### src/rtl/scfifo_rd_stream_adapter.sv
// Turns fixed-latency rdreq/q reads from a normal-mode FIFO into a bubble-free
// valid/ready stream, using a small skid buffer sized to cover the read latency.
module scfifo_rd_stream_adapter #(
    parameter int  WIDTH        = 20,
    parameter int  READ_LATENCY = 1,
    localparam int DEPTH        = READ_LATENCY + 2,
    localparam int CW           = $clog2(DEPTH + 1)
) (
    input  logic             clock,
    input  logic             sclr_n,
    input  logic             fifo_empty,
    input  logic [WIDTH-1:0] fifo_q,
    output logic             fifo_rdreq,
    output logic             out_valid,
    input  logic             out_ready,
    output logic [WIDTH-1:0] out_data,
    output logic [CW-1:0]    pending,
    output logic             overrun_err
);

    localparam int              PW       = $clog2(DEPTH);
    localparam logic [CW-1:0]   DEPTH_C  = CW'(DEPTH);
    localparam logic [PW-1:0]   LAST_PTR = PW'(DEPTH - 1);

    // Downstream handshake: a word transfers on every rising edge where
    // out_valid & out_ready; out_valid never drops and out_data never changes
    // until that transfer happens, and out_valid does not depend on out_ready.

    logic [READ_LATENCY-1:0] trk_q, trk_d;
    logic [WIDTH-1:0]        mem_q [DEPTH];
    logic [WIDTH-1:0]        mem_d [DEPTH];
    logic [PW-1:0]           wr_ptr_q, wr_ptr_d;
    logic [PW-1:0]           rd_ptr_q, rd_ptr_d;
    logic [CW-1:0]           occ_q, occ_d;
    logic [CW-1:0]           pending_q, pending_d;
    logic                    overrun_q, overrun_d;

    logic capture;
    logic pop;
    logic full;
    logic wr_en;

    function automatic logic [PW-1:0] ptr_inc(input logic [PW-1:0] p);
        ptr_inc = (p == LAST_PTR) ? '0 : p + PW'(1);
    endfunction

    // Read issue is gated only by credit (pending), never by out_ready, so the
    // request path stays short and the buffer always has room for what returns.
    assign fifo_rdreq  = sclr_n & ~fifo_empty & (pending_q < DEPTH_C);
    assign capture     = trk_q[READ_LATENCY-1];
    assign out_valid   = (occ_q != '0);
    assign out_data    = mem_q[rd_ptr_q];
    assign pending     = pending_q;
    assign overrun_err = overrun_q;

    assign pop   = out_valid & out_ready;
    assign full  = (occ_q == DEPTH_C);
    // A full buffer can still take a word when the head leaves in the same cycle.
    assign wr_en = capture & (~full | pop);

    always_comb begin
        trk_d    = '0;
        trk_d[0] = fifo_rdreq;
        for (int i = 1; i < READ_LATENCY; i++) begin
            trk_d[i] = trk_q[i-1];
        end

        mem_d    = mem_q;
        wr_ptr_d = wr_ptr_q;
        if (wr_en) begin
            mem_d[wr_ptr_q] = fifo_q;
            wr_ptr_d        = ptr_inc(wr_ptr_q);
        end

        rd_ptr_d = rd_ptr_q;
        if (pop) begin
            rd_ptr_d = ptr_inc(rd_ptr_q);
        end

        occ_d = occ_q;
        case ({wr_en, pop})
            2'b10:   occ_d = occ_q + CW'(1);
            2'b01:   occ_d = occ_q - CW'(1);
            default: occ_d = occ_q;
        endcase

        pending_d = pending_q;
        case ({fifo_rdreq, pop})
            2'b10:   pending_d = pending_q + CW'(1);
            2'b01:   pending_d = pending_q - CW'(1);
            default: pending_d = pending_q;
        endcase

        overrun_d = overrun_q | (capture & full & ~pop);
    end

    always_ff @(posedge clock) begin
        if (!sclr_n) begin
            trk_q     <= '0;
            wr_ptr_q  <= '0;
            rd_ptr_q  <= '0;
            occ_q     <= '0;
            pending_q <= '0;
            overrun_q <= 1'b0;
            for (int i = 0; i < DEPTH; i++) begin
                mem_q[i] <= '0;
            end
        end else begin
            trk_q     <= trk_d;
            wr_ptr_q  <= wr_ptr_d;
            rd_ptr_q  <= rd_ptr_d;
            occ_q     <= occ_d;
            pending_q <= pending_d;
            overrun_q <= overrun_d;
            mem_q     <= mem_d;
        end
    end

endmodule
### config.mk
export PLATFORM = sky130hd
export DESIGN_NAME = scfifo_rd_stream_adapter
export DESIGN_NICKNAME = d
export VERILOG_FILES = /design/src/rtl/scfifo_rd_stream_adapter.sv
export SDC_FILE = /design/constraint.sdc
export NUM_CORES = 1
export LEC_CHECK = 0
export CAP_MARGIN = 20
export CORE_MARGIN = 5
export CORE_UTILIZATION = 48
export DETAILED_ROUTE_END_ITERATION = 6
export GPL_TIMING_DRIVEN = 0
export PLACE_DENSITY = 0.7
export SLEW_MARGIN = 5
export SYNTH_ARGS = -nofsm -noshare
export SYNTH_HDL_FRONTEND = slang
export SYNTH_SLANG_ARGS = --single-unit
export TNS_END_PERCENT = 20
### constraint.sdc
create_clock -name clock -period 4.7 [get_ports clock]
set_input_delay 0.94 -clock clock [delete_from_list [all_inputs] [get_ports clock]]
set_output_delay 0.94 -clock clock [all_outputs]
set_load 0.005 [all_outputs]
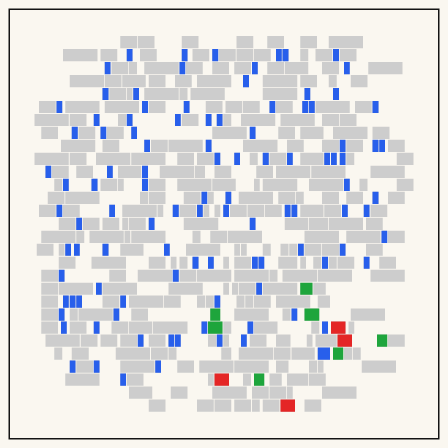
Run 1: selected gate families
Blue stands for nand cells, cells 105, most used nand2_1. Red stands for xor and xnor cells, cells 4. Green stands for and/or cells, cells 7, most used or3_1.

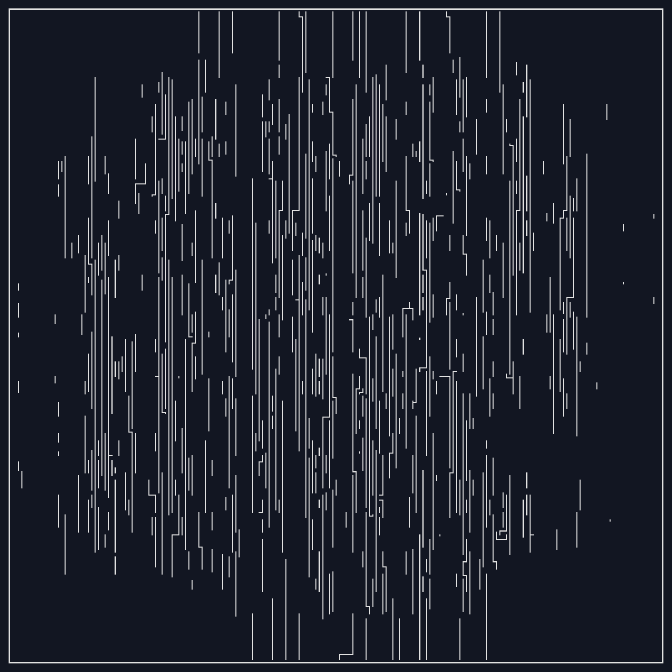
Run 1: M2 wires
The layer carries 3,560 µm of wire. The wires run mostly vertical. The layer holds 48% of the routed length. 354 nets have wire on it. The longest straight run is 40.1 µm.

==> deck_impl_summary.md, run 1 <==
Physical Implementation Snapshot

Critical path
  • Cells on worst reg2reg path: 5
  • Max FO, Critical Path: 10
  • Most frequent CP cell: clkbuf_1
  • Critical path origin: rd_ptr_q[0]$_SDFFE_PN0P_
  • Critical path's slowest cell: clkdlybuf4s50_1
  • Startpoint Class: register
  • Worst path bufs/invs: 4
  • Arr. time, crit path: 2.63 ns
  • Worst reg2reg path startpoint: occ_q[0]$_SDFFE_PN0P_
  • Req. time, crit path: 3.76 ns
  • Crit-path leading delay family: buffers and inverters
  • CP endpoint: out_data[13]
  • WP depth: 7
  • R2R Setup Slk: 2.80 ns
  • CP Cell Sequence: clkbuf_1 -> nor2b_1 -> clkbuf_1 -> clkbuf_1 -> nand2_1 -> o21ai_0 -> clkdlybuf4s50_1
  • CP max stage delay: 0.55 ns
  • Critical path start-end classification: reg2out
  • Worst R2R End: pending[1]$_SDFFE_PN0P_

Power and ir drop
  • P_clk: 456 µW
  • Top power group: registers
  • Clk network pwr share: 0.327
  • P_comb: 284 µW
  • Switching part of the total power: 0.268
  • Seq power: 654 µW
  • Worst vdd ir: 0.202 mV
  • Reg power frac: 0.469
  • Pint: 1020 µW

Final layout
  • Most numerous logic cells after layout: 104 x nand2_1, 80 x mux2i_1, 70 x dfxtp_1
  • Final #Nets: 419
  • Design area: 3800 µm²
  • Fill cells: 546
  • Most frequent logic cell in the layout: nand2_1
  • Non-Filler Instances: 474
  • Reg with most FFs: mem_q
  • Max reg flops: 60
  • Fin util: 0.606
  • Area growth syn-to-layout: 24.7%

STA
  • Fin Hold WS: 0.458 ns
  • RSZ-0062 raised after global routing: false
  • Final Hold Vio Count: 0
  • Worst Slack Setup Final: 1.13 ns
  • Clock Skews: 0.00553 ns
  • Final Setup Violations: 0
  • TNS Setup: 0 ns
  • Tmin final: 3.57 ns
  • Worst-margin pin slew: 0.636 ns

Detailed routing
  • Initial DRC count: 73
  • DR vias/cell: 5.21
  • Final WL: 7.37 mm
  • WL met2: 3.56 mm
  • M1 WL: 3.43 mm
  • Antenna-violating nets left: 0
  • WL met3: 265 µm
  • Total number of vias: 2,469

Place
  • Final GP Congestion: 0.740
  • Area post-placement: 3610 µm²
  • Post-Place Cells: 459
  • Port Buffers: 47
  • Pre-CTS setup slack: 1.17 ns
  • Dpl hpwl: 5.01 mm

Logic synthesis
  • Ys cells: 335
  • Count of different cell masters after synthesis: 27
  • Ys async rst share: 0
  • Synthesized area per cell: 9.10 µm²
  • Number of synthesis warnings: 0
  • Synth top cell by count: nand2_1
  • YS chip area: 3050 µm²
  • Synth cell count leaders: 104 x nand2_1, 80 x mux2i_1, 70 x dfxtp_1, 23 x o21ai_0, 14 x clkbuf_1
  • EDFF count, synth: 0
  • Synthesized registers: 70
  • Synthesized area: 3050 µm²
  • Synth Instances: 335
  • Top cells, area: dfxtp_1 46%, mux2i_1 26%, nand2_1 13%, o21ai_0 3.8%, clkbuf_1 1.7%
  • Synth Seq Share: 0.460
  • Syn_nets: 361
  • Synth area leader: dfxtp_1
  • Ys flop type: dfxtp_1

Job
  • Tool warning count: 26
  • Max_cap viols: 0

Clock network
  • Root Buffer: clkbuf_8
  • H-tree levels: 3
  • Post-CTS setup buffer count: 0
  • # resized after CTS: 0
  • Hold buffer count at cts: 0
  • Inserted Clock Buffers: 9
  • CTS tree: yes
  • Latency at later pin: 0.34 ns
  • Worst-path clk slew: 0.07 ns
  • CTS Buffer Depth: 2

GRT
  • Top Usage Layer GRT: met2
  • Largest net degree at the start of global routing: 11
  • Met3 GRT Util: 0.0310
  • M2 GR Usage: 0.329
  • GRT overflow: 0
  • Initial antenna violation count: 0
  • First-pass GRT wire length: 12.1 mm
  • Number of global-route vias before repair: 2,472

Floorplanning
  • Width of the die: 89.7 µm
  • Ports: 49
  • Die Y: 89.7 µm
  • Die area: 8040 µm²
  • Row cnt: 29
  • Fp util: 0.486

Min path
  • Hold path endpoint: mem_q[20]$_SDFFE_PN0P_
  • Worst hold stages: 2
  • Worst hold-check path type: reg2reg
  • Hold path startpoint: mem_q[20]$_SDFFE_PN0P_

Status
  • Run status: completed
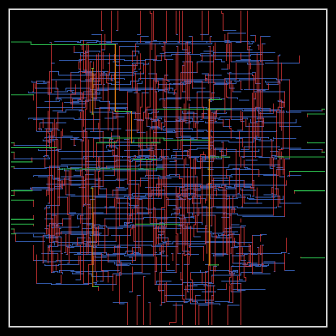
Run 1: metal layers overlaid
Orange stands for M4, wire length 116 µm. Green stands for M3, wire length 266 µm. Blue stands for M1, wire length 3,430 µm. Red stands for M2, wire length 3,560 µm.

run 1: logic make-up after synthesis:
family,count (synthesis),share of synthesized area
simple gates,118,0.157
flops,70,0.460
xor+xnor,4,0.0115
buf+inv,27,0.0410
compound gates,34,0.0595
mux,80,0.263
fa+ha+maj,2,0.00821
run 1: area by class of cell:
| class | instances | area [µm²] | area share |
|---|---|---|---|
| Buffer | 23 | 110 | 0.0290 |
| Clock buffer | 15 | 186 | 0.0490 |
| Inverter | 4 | 15.0 | 0.00395 |
| Multi-Input combinational cell | 238 | 1520 | 0.400 |
| Sequential cell | 70 | 1400 | 0.369 |
| Tap cell | 77 | 96.3 | 0.0253 |
| Timing Repair Buffer | 47 | 470 | 0.124 |
run 1: worst min-delay path: stages (launching register included):
cell	delay, ns
dfxtp_1	0.31
nand2_1	0.05
mux2i_1	0.05
Run 1, cell density map:
The die is cut into 9 by 9 equal tiles; white is low, dark blue is high, 0 to 100% covered.
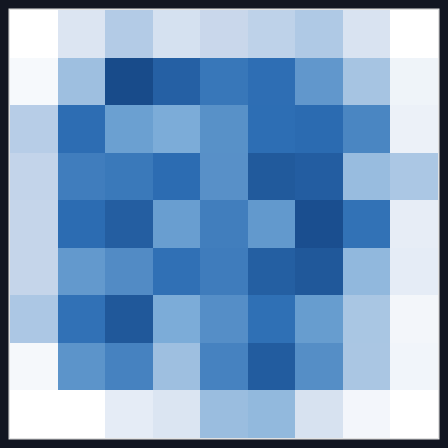

## Run 2: what changed since run 1
- PLACE_DENSITY: 0.7 -> 0.73
- clock period: 4.7 -> 3.1 ns (I/O delays scaled with it)
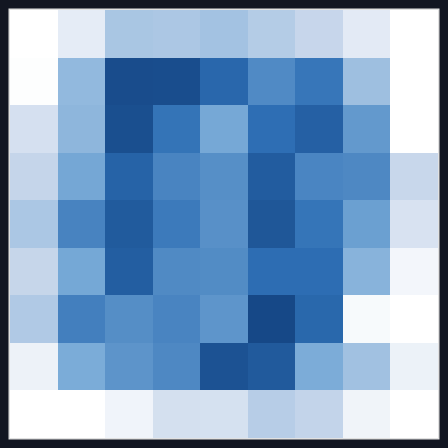
Run 2: cell density map
The die is cut into 9 by 9 equal tiles; white is low, dark blue is high, 0 to 100% covered.
The densest ninth of the die: middle. 20% of the tiles are over 75% full. 11% of the tiles are nearly empty.

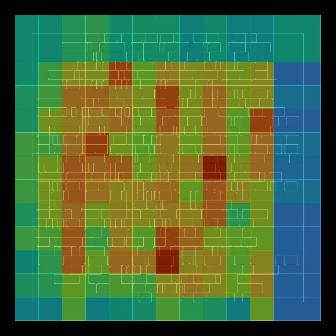
Run 2: routing congestion
fin util: 0.601
DR WL/cell: 14.9 µm

==> run 2 against run 1 <==
Non-clock buffer count unchanged. Sequential share of layout area up 0.28 points. Worst setup slack worse by 0.89 ns. Clock skew up 0.0031 ns. Combinational power up about 50%. Via count down 0.65%. Critical path type unchanged. Largest cell class unchanged. Largest power group unchanged.
==> deck_impl_summary.md, run 2 <==
Physical Implementation Snapshot

Critical path
  • Critical path origin: rd_ptr_q[0]$_SDFFE_PN0P_
  • CP Capture Type: primary output
  • WP depth: 7 (unchanged)
  • CP endpoint: out_data[13]
  • Crit-path leading delay family: buffers and inverters
  • Worst path bufs/invs: 4 (unchanged)
  • Most frequent CP cell: clkbuf_2
  • Startpoint Class: register
  • CP Cell Sequence: clkbuf_1 -> nor2b_1 -> clkbuf_2 -> clkbuf_2 -> nand2_1 -> o21ai_0 -> clkdlybuf4s50_1
  • Critical path start-end classification: reg2out
  • Critical path's slowest cell: clkdlybuf4s50_1
  • Req. time, crit path: 2.48 ns (-1.28 ns)
  • Max FO, Critical Path: 10 (unchanged)
  • Worst R2R End: pending[1]$_SDFFE_PN0P_
  • CP max stage delay: 0.54 ns (about the same)
  • Worst reg2reg path startpoint: occ_q[0]$_SDFFE_PN0P_
  • Cells on worst reg2reg path: 5 (unchanged)
  • Arr. time, crit path: 2.24 ns (-0.39 ns)
  • R2R Setup Slk: 1.22 ns (-1.58 ns)

Logic synthesis
  • Number of synthesis warnings: 0 (unchanged)
  • Syn_nets: 361 (unchanged)
  • Synth top cell by count: nand2_1
  • Synthesized area per cell: 9.10 µm² (unchanged)
  • Top cells, area: dfxtp_1 46%, mux2i_1 26%, nand2_1 13%, o21ai_0 3.8%, clkbuf_1 1.7%
  • EDFF count, synth: 0 (unchanged)
  • Synthesized registers: 70 (unchanged)
  • Ys async rst share: 0 (unchanged)
  • Synth area leader: dfxtp_1
  • Synthesized area: 3050 µm² (unchanged)
  • Ys flop type: dfxtp_1
  • Ys cells: 335 (unchanged)
  • YS chip area: 3050 µm² (unchanged)
  • Synth Instances: 335 (unchanged)
  • Synth cell count leaders: 104 x nand2_1, 80 x mux2i_1, 70 x dfxtp_1, 23 x o21ai_0, 14 x clkbuf_1
  • Count of different cell masters after synthesis: 27 (unchanged)
  • Max-area cell share: 0.460
  • Synth Seq Share: 0.460 (unchanged)

Final layout
  • Max reg flops: 60 (unchanged)
  • Data buffer area share: 0.155 (+0.00183)
  • Registers: 70 (unchanged)
  • Non-Filler Instances: 473 (-0.21%)
  • Layout cells sized above 1: 0.0631
  • ANT cells: 0
  • Area growth syn-to-layout: 23.8%
  • Number of logic gates: 238 (unchanged)
  • Fill cells: 554 (+1.5%)
  • Inverters excl. clock: 4 (unchanged)
  • Final clock-cell share: 0.0411 (-0.00792)
  • Combinational share of cell area: 0.403 (+0.00305)
  • Storage cell area: 1400 µm² (unchanged)
  • Seq/total area: 0.371 (+0.00281)
  • Count of non-CTS buffers in the layout: 70 (unchanged)
  • Final #Nets: 419 (unchanged)
  • Dominant class by area: logic gates
  • Comb area: 1520 µm² (unchanged)
  • Design area: 3770 µm² (-0.76%)
  • Clk_buf instances: 12 (-3)
  • Reg with most FFs: mem_q
  • Most frequent logic cell in the layout: nand2_1
  • Most numerous logic cells after layout: 104 x nand2_1, 80 x mux2i_1, 70 x dfxtp_1

Detailed routing
  • Initial DRC count: 115 (+58%)
  • Final WL: 7.05 mm (-4.4%)
  • DR vias/cell: 5.19 (-0.44%)
  • Total number of vias: 2,453 (-0.65%)
  • Pre-antenna DRT Iters: 4
  • Antenna-violating nets left: 0 (unchanged)

Power and ir drop
  • Clk network pwr share: 0.302 (-0.025)
  • P_comb: 427 µW (+50%)
  • Logic pwr share: 0.210
  • Seq power: 993 µW (+52%)
  • Sw Pwr: 560 µW
  • Pint: 1470 µW (+44%)
  • P_clk: 615 µW (+35%)
  • Worst vdd ir: 0.304 mV (+50%)
  • Pwr dens: 539 nW/µm²
  • Top power group: registers
  • Switching part of the total power: 0.275 (+0.00721)
  • Reg power frac: 0.488 (+0.019)
  • P_leak: 0.00141 µW

Min path
  • Worst hold-check path type: reg2reg
  • Hold path endpoint: mem_q[44]$_SDFFE_PN0P_
  • Hold path startpoint: mem_q[44]$_SDFFE_PN0P_
  • Worst hold stages: 2 (unchanged)

Clock network
  • # resized after CTS: 2 (+2)
  • Inserted Clock Buffers: 9 (unchanged)
  • CTS tree: yes
  • # clock sinks: 70
  • CTS Buffer Depth: 2 (unchanged)
  • Worst-path clk slew: 0.06 ns (about the same)
  • H-tree levels: 3 (unchanged)
  • Post-CTS setup buffer count: 0 (unchanged)
  • Latency at later pin: 0.33 ns (about the same)
  • Hold buffer count at cts: 0 (unchanged)
  • Root Buffer: clkbuf_8

STA
  • Fmax: 349 MHz
  • Final Setup Violations: 0 (unchanged)
  • Worst Slack Setup Final: 0.236 ns (-0.895 ns)
  • RSZ-0062 raised after global routing: false
  • Max-slew headroom: 0.611
  • Final Hold Vio Count: 0 (unchanged)
  • Fin Hold WS: 0.461 ns (+0.00317 ns)
  • Tmin final: 2.86 ns
  • TNS Setup: 0 ns (unchanged)
  • Worst-margin pin slew: 0.584 ns (-0.0522 ns)
  • Clock Skews: 0.00865 ns (+0.00312 ns)

Floorplanning
  • Width of the die: 89.7 µm (unchanged)
  • Die Y: 89.7 µm (unchanged)
  • Fp util: 0.486 (unchanged)
  • Row cnt: 29 (unchanged)
  • # Taps: 77 (unchanged)
  • Core area: 6280 µm²
  • Die area: 8040 µm² (unchanged)
  • Ports: 49 (unchanged)

Status
  • Run status: completed

Place
  • Pre-CTS setup slack: 0.214 ns (-0.961 ns)
  • Port Buffers: 47 (unchanged)
  • Dpl hpwl: 4.86 mm (-3.0%)
  • Post-Place Cells: 459 (unchanged)
  • Final GP Congestion: 0.719 (-2.9%)
  • Area post-placement: 3610 µm² (unchanged)

GRT
  • GRT overflow: 0 (unchanged)
  • Initial antenna violation count: 0 (unchanged)
  • Number of global-route vias before repair: 2,409 (-2.5%)
  • First-pass GRT wire length: 11.8 mm (-2.4%)
  • Largest net degree at the start of global routing: 11 (unchanged)

Job
  • Tool warning count: 26 (unchanged)
  • Max_cap viols: 0 (unchanged)
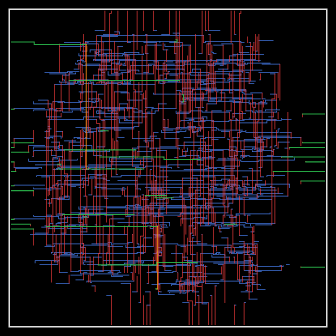
Run 2: metal layers overlaid
Green stands for M3, wire length 329 µm. Red stands for M2, wire length 3,440 µm. Orange stands for M4, wire length 53.0 µm. Blue stands for M1, wire length 3,220 µm.

==> run 2: netlist changes by cell type in the layout (fill, tap and decap cells not counted) <==
| cell | delta |
|---|---|
| clkinv_2 | +2 |
| clkbuf_8 | -3 |
| clkbuf_1 | -2 |
| clkbuf_2 | +2 |
==> run 2: cells by family after synthesis <==
group                      count (synthesis)  share of synthesized area
and+or+nand+nor                          118                      0.157
DFF                                       70                      0.460
buffers and inverters                     27                     0.0410
muxes                                     80                      0.263
xor gates and xnor gates                   4                     0.0115
adders and majority gates                  2                    0.00821
AOI/OAI and AO/OA                         34                     0.0595
==> run 2: per-layer routing <==
layer	global-route usage	vias up	wire length, µm
met5	0	-	0
met4	0.0622	0	53
met2	0.309	57	3440
met3	0.0429	4	329
li1	-	1237	-
met1	0.260	1155	3220
Run 2, M2 wires:
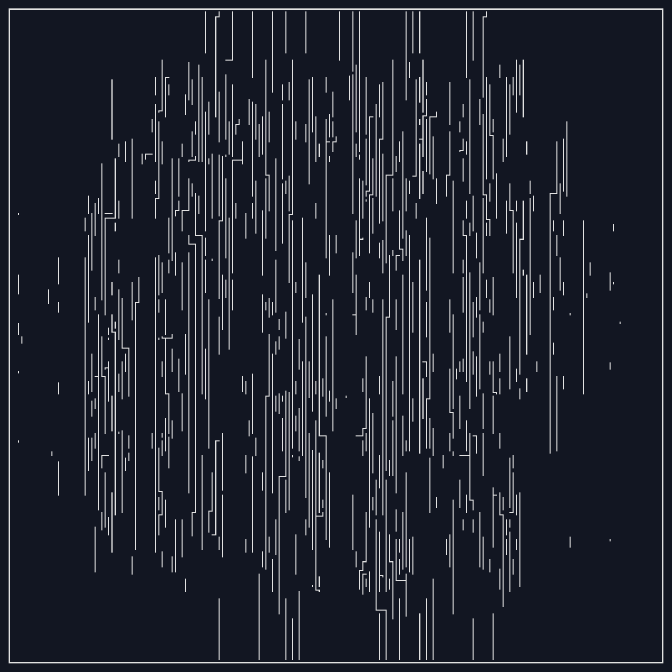

## Run 3: what changed since run 2
==> constraint.sdc (replaced) <==
create_clock -name clock -period 3.1 [get_ports clock]
set_input_delay 0.31 -clock clock [delete_from_list [all_inputs] [get_ports clock]]
set_output_delay 0.31 -clock clock [all_outputs]
set_load 0.005 [all_outputs]
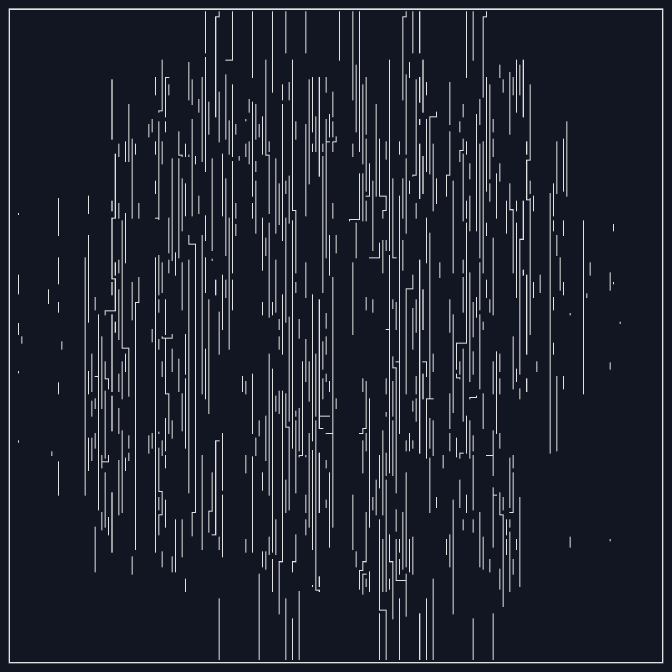
Run 3: M2 wires
345 nets have wire on it. The longest straight run is 40.5 µm. The layer holds 49% of the routed length.

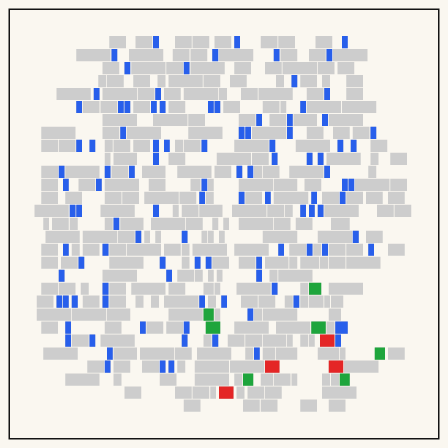
Run 3: selected gate families
Red stands for xor and xnor cells, cells 4. Green stands for and/or cells, cells 7, most used or3_1. Blue stands for nand cells, cells 105, most used nand2_1.

==> run 3 against run 2 <==
Die size stayed put. Register-to-register slack hardly changed. Synthesized cell count stayed put. Sequential power hardly changed. Clock skew hardly changed. Worst setup slack better by 0.11 ns. First-iteration DRC count stayed put. Via count is 0.33% higher. Critical path depth stayed put. Final cell count stayed put. Largest cell class unchanged. Largest power group unchanged.
==> deck_impl_summary.md, run 3 <==
Physical Implementation Snapshot

Floorplanning
  • Width of the die: 89.7 µm (unchanged)
  • Core area: 6280 µm² (unchanged)
  • Ports: 49 (unchanged)
  • Row cnt: 29 (unchanged)
  • Die area: 8040 µm² (unchanged)
  • Die Y: 89.7 µm (unchanged)
  • Fp util: 0.486 (unchanged)

Critical path
  • Critical path start-end classification: reg2out
  • Arr. time, crit path: 2.44 ns (+0.20 ns)
  • CP endpoint: out_data[13]
  • Worst R2R End: pending[1]$_SDFFE_PN0P_
  • CP Cell Sequence: clkbuf_1 -> nor2b_1 -> clkbuf_1 -> clkbuf_2 -> nand2_1 -> o21ai_0 -> clkdlybuf4s50_1
  • WP depth: 7 (unchanged)
  • R2R Setup Slk: 1.23 ns (about the same)
  • Critical path origin: rd_ptr_q[0]$_SDFFE_PN0P_
  • Req. time, crit path: 2.79 ns (+0.31 ns)
  • Worst reg2reg path startpoint: occ_q[0]$_SDFFE_PN0P_
  • CP Capture Type: primary output
  • Crit-path leading delay family: buffers and inverters
  • Worst path bufs/invs: 4 (unchanged)
  • CP max stage delay: 0.54 ns (about the same)
  • Startpoint Class: register
  • Most frequent CP cell: clkbuf_1
  • Max FO, Critical Path: 10 (unchanged)
  • Cells on worst reg2reg path: 5 (unchanged)
  • Critical path's slowest cell: clkdlybuf4s50_1

Final layout
  • Design area: 3770 µm² (about the same)
  • Max reg flops: 60 (unchanged)
  • Most numerous logic cells after layout: 104 x nand2_1, 80 x mux2i_1, 70 x dfxtp_1
  • Fill cells: 555 (+0.18%)
  • ANT cells: 0 (unchanged)
  • Layout cells sized above 1: 0.0606 (-0.00253)
  • Non-Filler Instances: 473 (unchanged)
  • Reg with most FFs: mem_q
  • Fin util: 0.601 (about the same)
  • Most frequent logic cell in the layout: nand2_1
  • Area growth syn-to-layout: 23.7% (about the same)

Detailed routing
  • Initial DRC count: 115 (unchanged)
  • Total number of vias: 2,461 (+0.33%)
  • WL met3: 298 µm (-9.4%)
  • WL met2: 3.43 mm (-0.32%)
  • Top Metal Used: met4
  • M1 WL: 3.21 mm (-0.40%)
  • DR WL/cell: 14.8 µm (-0.78%)
  • DR vias/cell: 5.20 (+0.33%)
  • Final WL: 6.99 mm (-0.78%)
  • Antenna-violating nets left: 0 (unchanged)
  • Pre-antenna DRT Iters: 4 (unchanged)

Clock network
  • # resized after CTS: 0 (-2)
  • Hold buffer count at cts: 0 (unchanged)
  • Worst-path clk slew: 0.07 ns (about the same)
  • H-tree levels: 3 (unchanged)
  • CTS tree: yes
  • Root Buffer: clkbuf_8
  • CTS Buffer Depth: 2 (unchanged)
  • # clock sinks: 70 (unchanged)
  • Post-CTS setup buffer count: 0 (unchanged)
  • Latency at later pin: 0.33 ns (about the same)

Logic synthesis
  • Logic family by area: multiplexers
  • Synthesized registers: 70 (unchanged)
  • Mux contribution to synthesized area: 0.263 (unchanged)
  • Max-area cell share: 0.460 (unchanged)
  • Synth area leader: dfxtp_1
  • Number of synthesis warnings: 0 (unchanged)
  • Synth Seq Share: 0.460 (unchanged)
  • Count of different cell masters after synthesis: 27 (unchanged)
  • Ys flop type: dfxtp_1
  • Ys cells: 335 (unchanged)
  • YS chip area: 3050 µm² (unchanged)
  • Top cells, area: dfxtp_1 46%, mux2i_1 26%, nand2_1 13%, o21ai_0 3.8%, clkbuf_1 1.7%
  • Synth Instances: 335 (unchanged)
  • EDFF count, synth: 0 (unchanged)
  • Synth cell count leaders: 104 x nand2_1, 80 x mux2i_1, 70 x dfxtp_1, 23 x o21ai_0, 14 x clkbuf_1
  • AO/OA Area Share: 0.0595 (unchanged)
  • Ys async rst share: 0 (unchanged)
  • Simple-Gate Area Share: 0.157 (unchanged)
  • Syn_nets: 361 (unchanged)
  • Synthesized area per cell: 9.10 µm² (unchanged)
  • Post-synthesis adder-cell area fraction: 0.00821 (unchanged)
  • Synth top cell by count: nand2_1

Place
  • Area post-placement: 3610 µm² (unchanged)
  • Post-Place Cells: 459 (unchanged)
  • Port Buffers: 47 (unchanged)
  • Final GP Congestion: 0.719 (unchanged)

STA
  • Fin Hold WS: 0.461 ns (-0.000194 ns)
  • Worst Slack Setup Final: 0.350 ns (+0.113 ns)
  • Fmax: 364 MHz (+4.1%)
  • Clock Skews: 0.00827 ns (-0.000382 ns)
  • TNS Setup: 0 ns (unchanged)
  • Max-slew headroom: 0.616 (+0.00531)
  • Worst-margin pin slew: 0.576 ns (-0.00796 ns)
  • RSZ-0062 raised after global routing: false
  • Final Hold Vio Count: 0 (unchanged)

GRT
  • First-pass GRT wire length: 11.8 mm (unchanged)
  • GRT overflow: 0 (unchanged)
  • Initial antenna violation count: 0 (unchanged)
  • Number of global-route vias before repair: 2,409 (unchanged)

Power and ir drop
  • Clk network pwr share: 0.303 (about the same)
  • Pwr dens: 540 nW/µm² (about the same)
  • Logic pwr share: 0.210 (about the same)
  • P_comb: 427 µW (about the same)
  • Pint: 1470 µW (about the same)
  • Reg power frac: 0.488 (about the same)
  • P_clk: 616 µW (about the same)
  • Worst vdd ir: 0.306 mV (+0.65%)
  • Switching part of the total power: 0.276 (+0.000465)
  • P_leak: 0.00140 µW (-0.25%)
  • Top power group: registers
  • Seq power: 992 µW (about the same)

Status
  • Run status: completed

Min path
  • Worst hold-check path type: reg2reg
  • Hold path endpoint: mem_q[6]$_SDFFE_PN0P_
  • Worst hold stages: 2 (unchanged)
  • Hold path startpoint: mem_q[6]$_SDFFE_PN0P_

Job
  • Tool warning count: 26 (unchanged)
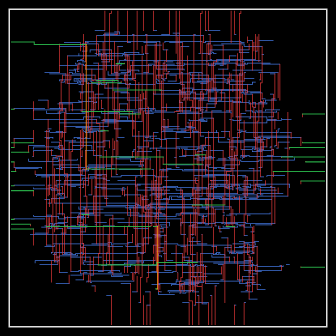
Run 3: metal layers overlaid
Blue stands for M1, wire length 3,210 µm. Orange stands for M4, wire length 53.0 µm. Green stands for M3, wire length 299 µm. Red stands for M2, wire length 3,430 µm.

-- run 3: cell counts after synthesis --
Identical to the previous run, type by type.
-- run 3: worst register-to-register path: stages (launching register included) --
cell,delay (ns)
dfxtp_1,0.36
o21ai_0,0.45
inv_1,0.14
ha_1,0.35
or3_1,0.38
a21oi_1,0.13
-- run 3: layout make-up --
class                           count  area (µm²)  share of cell area
Tap cell                           77        96.3              0.0255
Timing Repair Buffer               47         470               0.125
Clock buffer                       12         145              0.0385
Inverter                            4        15.0             0.00398
Buffer                             23         111              0.0295
Multi-Input combinational cell    238        1520               0.403
Sequential cell                    70        1400               0.372
Clock inverter                      2        10.0             0.00265
-- run 3: metal layers --
layer,global-route usage,up-vias
li1,-,1237
met1,0.260,1167
met2,0.309,53
met3,0.0429,4
met4,0.0622,0
met5,0,-
Power figures rest on the tool's default switching activity, not on a simulated workload.
